<file path="src/rtl/frame_buffer_ring_ctrl.sv">
// Frame buffer ring controller.
// Tracks the raster target (R), the displayed buffer (D) and an optional
// completed-but-not-yet-displayed buffer (C) across a ring of external
// dual-port frame buffers. It clears each newly assigned raster buffer before
// accepting raster writes, and steers the single write port to the right buffer.
module frame_buffer_ring_ctrl #(
  parameter int VERT_RESOLUTION  = 60,
  parameter int HORIZ_RESOLUTION = 80,
  parameter int COLOR_DEPTH      = 12,
  parameter int Z_DEPTH          = 2,
  parameter int NUM_BUFFERS      = 3,
  parameter int CLEAR_ENABLE     = 1,
  parameter int CLEAR_COLOR      = 0,
  localparam int VAW = $clog2(VERT_RESOLUTION),
  localparam int HAW = $clog2(HORIZ_RESOLUTION),
  localparam int AW  = $clog2(VERT_RESOLUTION * HORIZ_RESOLUTION),
  localparam int DW  = COLOR_DEPTH + Z_DEPTH,
  localparam int BW  = (NUM_BUFFERS > 2) ? $clog2(NUM_BUFFERS) : 1
) (
  input  logic                   i_sys_clk,
  input  logic                   i_sys_rst,
  input  logic                   i_frame_done,
  input  logic                   i_vsync,
  input  logic                   i_rasterizer_write_en,
  input  logic [VAW-1:0]         i_rasterizer_vert_write_addr,
  input  logic [HAW-1:0]         i_rasterizer_horiz_write_addr,
  input  logic [DW-1:0]          i_rasterizer_write_pixel_data,
  output logic [NUM_BUFFERS-1:0] o_fb_write_en,
  output logic [AW-1:0]          o_fb_write_addr,
  output logic [DW-1:0]          o_fb_write_data,
  output logic [BW-1:0]          o_raster_target,
  output logic [BW-1:0]          o_display_source,
  output logic                   o_raster_ready,
  output logic                   o_swap,
  output logic [7:0]             o_drop_count
);

  // Clear word: requested colour, depth field at farthest (all ones).
  localparam logic [DW-1:0] CLEAR_WORD = {COLOR_DEPTH'(CLEAR_COLOR), {Z_DEPTH{1'b1}}};
  localparam logic [AW-1:0] CLEAR_LAST = AW'(VERT_RESOLUTION * HORIZ_RESOLUTION - 1);

  typedef enum logic [1:0] {
    ST_CLEAR      = 2'd0,
    ST_RASTER     = 2'd1,
    ST_WAIT_VSYNC = 2'd2   // double buffering only: frame done, waiting to flip
  } state_t;

  state_t          state_q, state_d;
  logic [BW-1:0]   r_q, r_d;
  logic [BW-1:0]   d_q, d_d;
  logic [BW-1:0]   c_q, c_d;
  logic            c_valid_q, c_valid_d;
  logic [AW-1:0]   cnt_q, cnt_d;
  logic            swap_q, swap_d;
  logic [7:0]      drop_q, drop_d;

  logic [NUM_BUFFERS-1:0] r_onehot;
  logic [AW-1:0]          raster_addr;
  logic [7:0]             drop_inc;

  // Lowest buffer index that is neither of the two busy indices.
  function automatic logic [BW-1:0] lowest_free(input logic [BW-1:0] busy_a,
                                                input logic [BW-1:0] busy_b);
    logic [BW-1:0] pick;
    logic          found;
    pick  = '0;
    found = 1'b0;
    for (int i = 0; i < NUM_BUFFERS; i++) begin
      if (!found && BW'(i) != busy_a && BW'(i) != busy_b) begin
        pick  = BW'(i);
        found = 1'b1;
      end
    end
    return pick;
  endfunction

  assign r_onehot    = NUM_BUFFERS'(1) << r_q;
  assign raster_addr = AW'(HORIZ_RESOLUTION) * AW'(i_rasterizer_vert_write_addr)
                     + AW'(i_rasterizer_horiz_write_addr);
  assign drop_inc    = (drop_q == 8'hFF) ? drop_q : drop_q + 8'd1;

  // Next-state logic: clear sequencing, frame-done and vsync buffer rotation.
  always_comb begin
    // NOTE: every variable gets a default before any branch so no path leaves
    // it unassigned; otherwise synthesis infers a latch to hold the old value.
    state_d   = state_q;
    r_d       = r_q;
    d_d       = d_q;
    c_d       = c_q;
    c_valid_d = c_valid_q;
    cnt_d     = cnt_q;
    swap_d    = 1'b0;
    drop_d    = drop_q;

    unique case (state_q)
      ST_CLEAR: begin
        if (CLEAR_ENABLE == 0 || cnt_q == CLEAR_LAST) begin
          state_d = ST_RASTER;
          cnt_d   = '0;
        end else begin
          cnt_d = cnt_q + 1'b1;
        end
        // A pending completed frame may still be shown while we clear.
        if (NUM_BUFFERS > 2 && i_vsync && c_valid_q) begin
          d_d       = c_q;
          c_valid_d = 1'b0;
          swap_d    = 1'b1;
        end
      end

      ST_RASTER: begin
        if (NUM_BUFFERS == 2) begin
          if (i_frame_done) state_d = ST_WAIT_VSYNC;
        end else if (i_frame_done) begin
          state_d = ST_CLEAR;
          if (c_valid_q) drop_d = drop_inc;
          if (i_vsync) begin
            // Finished frame goes straight to display; any older one is lost.
            d_d       = r_q;
            swap_d    = 1'b1;
            c_valid_d = 1'b0;
            r_d       = lowest_free(r_q, r_q);
          end else begin
            c_d       = r_q;
            c_valid_d = 1'b1;
            r_d       = lowest_free(d_q, r_q);
          end
        end else if (i_vsync && c_valid_q) begin
          d_d       = c_q;
          c_valid_d = 1'b0;
          swap_d    = 1'b1;
        end
      end

      ST_WAIT_VSYNC: begin
        if (i_vsync) begin
          d_d     = r_q;
          r_d     = d_q;
          swap_d  = 1'b1;
          state_d = ST_CLEAR;
        end
      end

      default: state_d = ST_CLEAR;
    endcase
  end

  // State registers with synchronous reset.
  always_ff @(posedge i_sys_clk) begin
    // NOTE: non-blocking assignments so every flop samples pre-edge values,
    // independent of statement order or of other always_ff blocks.
    if (i_sys_rst) begin
      state_q   <= ST_CLEAR;
      r_q       <= '0;
      d_q       <= BW'(1);
      c_q       <= '0;
      c_valid_q <= 1'b0;
      cnt_q     <= '0;
      swap_q    <= 1'b0;
      drop_q    <= '0;
    end else begin
      state_q   <= state_d;
      r_q       <= r_d;
      d_q       <= d_d;
      c_q       <= c_d;
      c_valid_q <= c_valid_d;
      cnt_q     <= cnt_d;
      swap_q    <= swap_d;
      drop_q    <= drop_d;
    end
  end

  // Write port steering: clear engine in CLEAR, raster pass-through in RASTER.
  always_comb begin
    o_fb_write_en   = '0;
    o_fb_write_addr = raster_addr;
    o_fb_write_data = i_rasterizer_write_pixel_data;
    if (state_q == ST_CLEAR) begin
      o_fb_write_addr = cnt_q;
      o_fb_write_data = CLEAR_WORD;
      if (CLEAR_ENABLE != 0) o_fb_write_en = r_onehot;
    end else if (state_q == ST_RASTER && i_rasterizer_write_en) begin
      o_fb_write_en = r_onehot;
    end
  end

  assign o_raster_target  = r_q;
  assign o_display_source = d_q;
  assign o_raster_ready   = (state_q == ST_RASTER);
  assign o_swap           = swap_q;
  assign o_drop_count     = drop_q;

endmodule

</file>
<file path="config.mk">
export PLATFORM = sky130hd
export DESIGN_NAME = frame_buffer_ring_ctrl
export DESIGN_NICKNAME = d
export VERILOG_FILES = /design/src/rtl/frame_buffer_ring_ctrl.sv
export SDC_FILE = /design/constraint.sdc
export NUM_CORES = 1
export LEC_CHECK = 0
export ABC_AREA = 1
export CORE_MARGIN = 1.5
export CORE_UTILIZATION = 46
export CTS_BUF_LIST = sky130_fd_sc_hd__clkbuf_8
export DETAILED_ROUTE_END_ITERATION = 8
export PLACE_DENSITY = 0.94
export SKIP_LAST_GASP = 1
export SLEW_MARGIN = 25
export SYNTH_ARGS = -nofsm -noshare
export SYNTH_HDL_FRONTEND = slang
export SYNTH_SLANG_ARGS = --single-unit
export TNS_END_PERCENT = 1
</file>
<file path="constraint.sdc">
create_clock -name i_sys_clk -period 4.29 [get_ports i_sys_clk]
set_input_delay 1.0725 -clock i_sys_clk [delete_from_list [all_inputs] [get_ports i_sys_clk]]
set_output_delay 1.0725 -clock i_sys_clk [all_outputs]
set_load 0.1 [all_outputs]
</file>
Fig. 1: metal 4
Bar = 20 µm. Supply wires on this layer in gray.
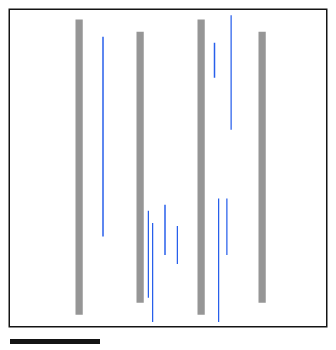
- nets with wire on the layer: 9
- main direction: vertical
Total Wirelength: 6210 µm
via count: 2448

==> deck_impl_summary.md <==
Flow Results at a Glance

Min path
  – Sink of the worst hold path: o_drop_count[0]$_SDFFE_PP0P_

Run
  – Max_cap viols: 0

Synth
  – Synth area leaders: dfxtp_1 (29%), nand2_1 (17%), ha_1 (7.8%)
  – Top non-seq family: simple AND/OR/NAND/NOR gates
  – Cell count listed in synth_stat.txt: 324
  – Yosys stat chip area: between 0.002 and 0.0025 mm²
  – Yosys warnings: 0
  – Unique cell types: 33
  – Floorplan net count: 371
  – Simple-Gate Area Share: 38.0%
  – Commonest flop: dfxtp_1
  – XOR Share, Synth: under 10%
  – Register share after synthesis: between 20% and 30%

Placement
  – Final Wtd Congestion: 0.878

STA
  – Slew HR: ~34%
  – Final Slew Violations: 0
  – RSZ-0062 raised after global routing: yes
  – Worst hold slack: 503 ps
  – Final Hold Viols: 0

Layout
  – Comb area: between 0.001 and 0.0015 mm²
  – Top cells excl fill/tap: nand2_1 (92), inv_1 (40), clkdlybuf4s50_1 (39)
  – Antenna cells: 0

Global route
  – Met2 Resource Use GR: between 40% and 50%
  – Met3 usage: roughly 5.5%
  – Grt met1 use: around 29%

Clock tree
  – CTS tree: done
  – H-tree levels: 2
  – Root Buffer Master: clkbuf_8

Worst setup path
  – Kind of critical path: in -> out
  – R2R setup slack: 2350 ps
  – Worst reg2reg path depth: 8
  – CP Capture Type: output port

Floorplan
  – Fp_density: between 40% and 50%
  – Io pins: roughly 76

Run status
  – Outcome: complete, no violations

Power and ir drop
  – Design Power: ~700 µW
Fig. 2: clock distribution
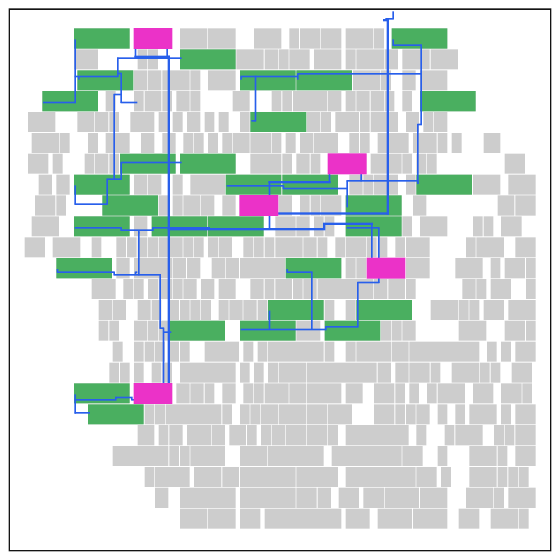
- blue: clock wires (length 433 µm)
- magenta: cells driving clock nets (count 5)
- green: flip-flops (count 30)
- routed clock nets: 6
clock network power: 238 µW
Insertion Delay late pin: 290 ps
Clock Power Share: 34.6%
clock skew: 7.80 ps

## metrics by stage
stage	instances	util [%]	cell area, µm²	worst slack [ps]
after floorplan	324	-	2090	-562
after global placement	452	68.0	2960	-161
after detailed placement	452	68.0	2960	-285
after CTS	462	71.0	3090	1.09
after global routing	462	72.7	3160	-9.13
final	462	72.7	3160	93.6
## registers in the layout, indices dropped and copies added (netlist names)
| name | cells |
|---|---|
| o_display_source | 2 |
| o_drop_count | 8 |
| cnt_q | 13 |
| c_q | 2 |
| c_valid_q | 1 |
| state_q | 1 |
| o_raster_target | 2 |
| o_swap | 1 |
## cells by family (layout without fill, tap and decap cells)
kind of cell | Yosys count | in the layout
adders and majority gates | 15 | 15
AOI/OAI and AO/OA | 38 | 38
DFF | 30 | 30
xor gates and xnor gates | 8 | 8
and+or+nand+nor | 181 | 181
buffers and inverters | 52 | 138
## critical path, cell delays in order
cell             delay (ps)
clkdlybuf4s50_1         430
ha_1                    330
ha_4                    340
nand3_1                  90
nand3_1                  80
nand2_1                 100
nand2_2                 130
nor2_2                   50
buf_4                   130
o22ai_2                 160
buf_12                  210
## cell usage after synthesis (2+ instances only)
master	count
clkbuf_1	2
nor2_2	3
inv_1	40
dfxtp_1	30
buf_2	5
xor2_1	5
nor2_1	32
nand3_1	24
ha_1	13
a21oi_1	17
fa_1	2
or2_2	2
nor3b_1	2
nand2_2	3
o22ai_1	4
nand2_1	96
nor3_1	13
inv_2	3
o2111ai_1	2
xnor2_1	3
o21ai_0	11
## per-layer routing
metal	vias up	routed length, µm	share of wire (%)
met2	105	3090	50
met3	19	418	6.7
met1	1118	2530	41
met4	0	176	2.8
met5	-	0	0
li1	1206	-	-
## layout make-up
type | count | share of cell area [%]
Clock inverter | 2 | 0.277
Sequential cell | 30 | 19.0
Timing Repair Buffer | 87 | 27.2
Clock buffer | 6 | 2.61
Inverter | 43 | 5.10
Tap cell | 52 | 2.06
Multi-Input combinational cell | 242 | 43.7
## how the worst max path moves through the flow
stage	to	start	slack, ps	depth (start not counted)
after detailed placement	o_fb_write_addr[11]	i_rasterizer_vert_write_addr[1]	-280	10
after floorplan	o_fb_write_addr[9]	i_rasterizer_vert_write_addr[1]	-560	8
final	o_fb_write_addr[10]	i_rasterizer_vert_write_addr[5]	90	11
after global routing	o_fb_write_addr[11]	i_rasterizer_vert_write_addr[5]	-9	12
after global placement	o_fb_write_addr[12]	i_rasterizer_vert_write_addr[1]	-160	13
after CTS	o_fb_write_addr[12]	i_rasterizer_vert_write_addr[4]	1	14
## report_power, final
group / switching [µW] / total [µW] / internal, µW
clock: 111 / 238 / 127
sequential: 2.96 / 284 / 281
combinational: 88.2 / 165 / 77.1
## what timing repair did
| action | in CTS | in global routing |
|---|---|---|
| endpoints found under the setup margin | 5 | 4 |
| gates resized | 13 | 13 |
| pin swaps | 5 | 8 |
| setup buffers | 2 | 0 |
Power and IR drop assume default switching activity.
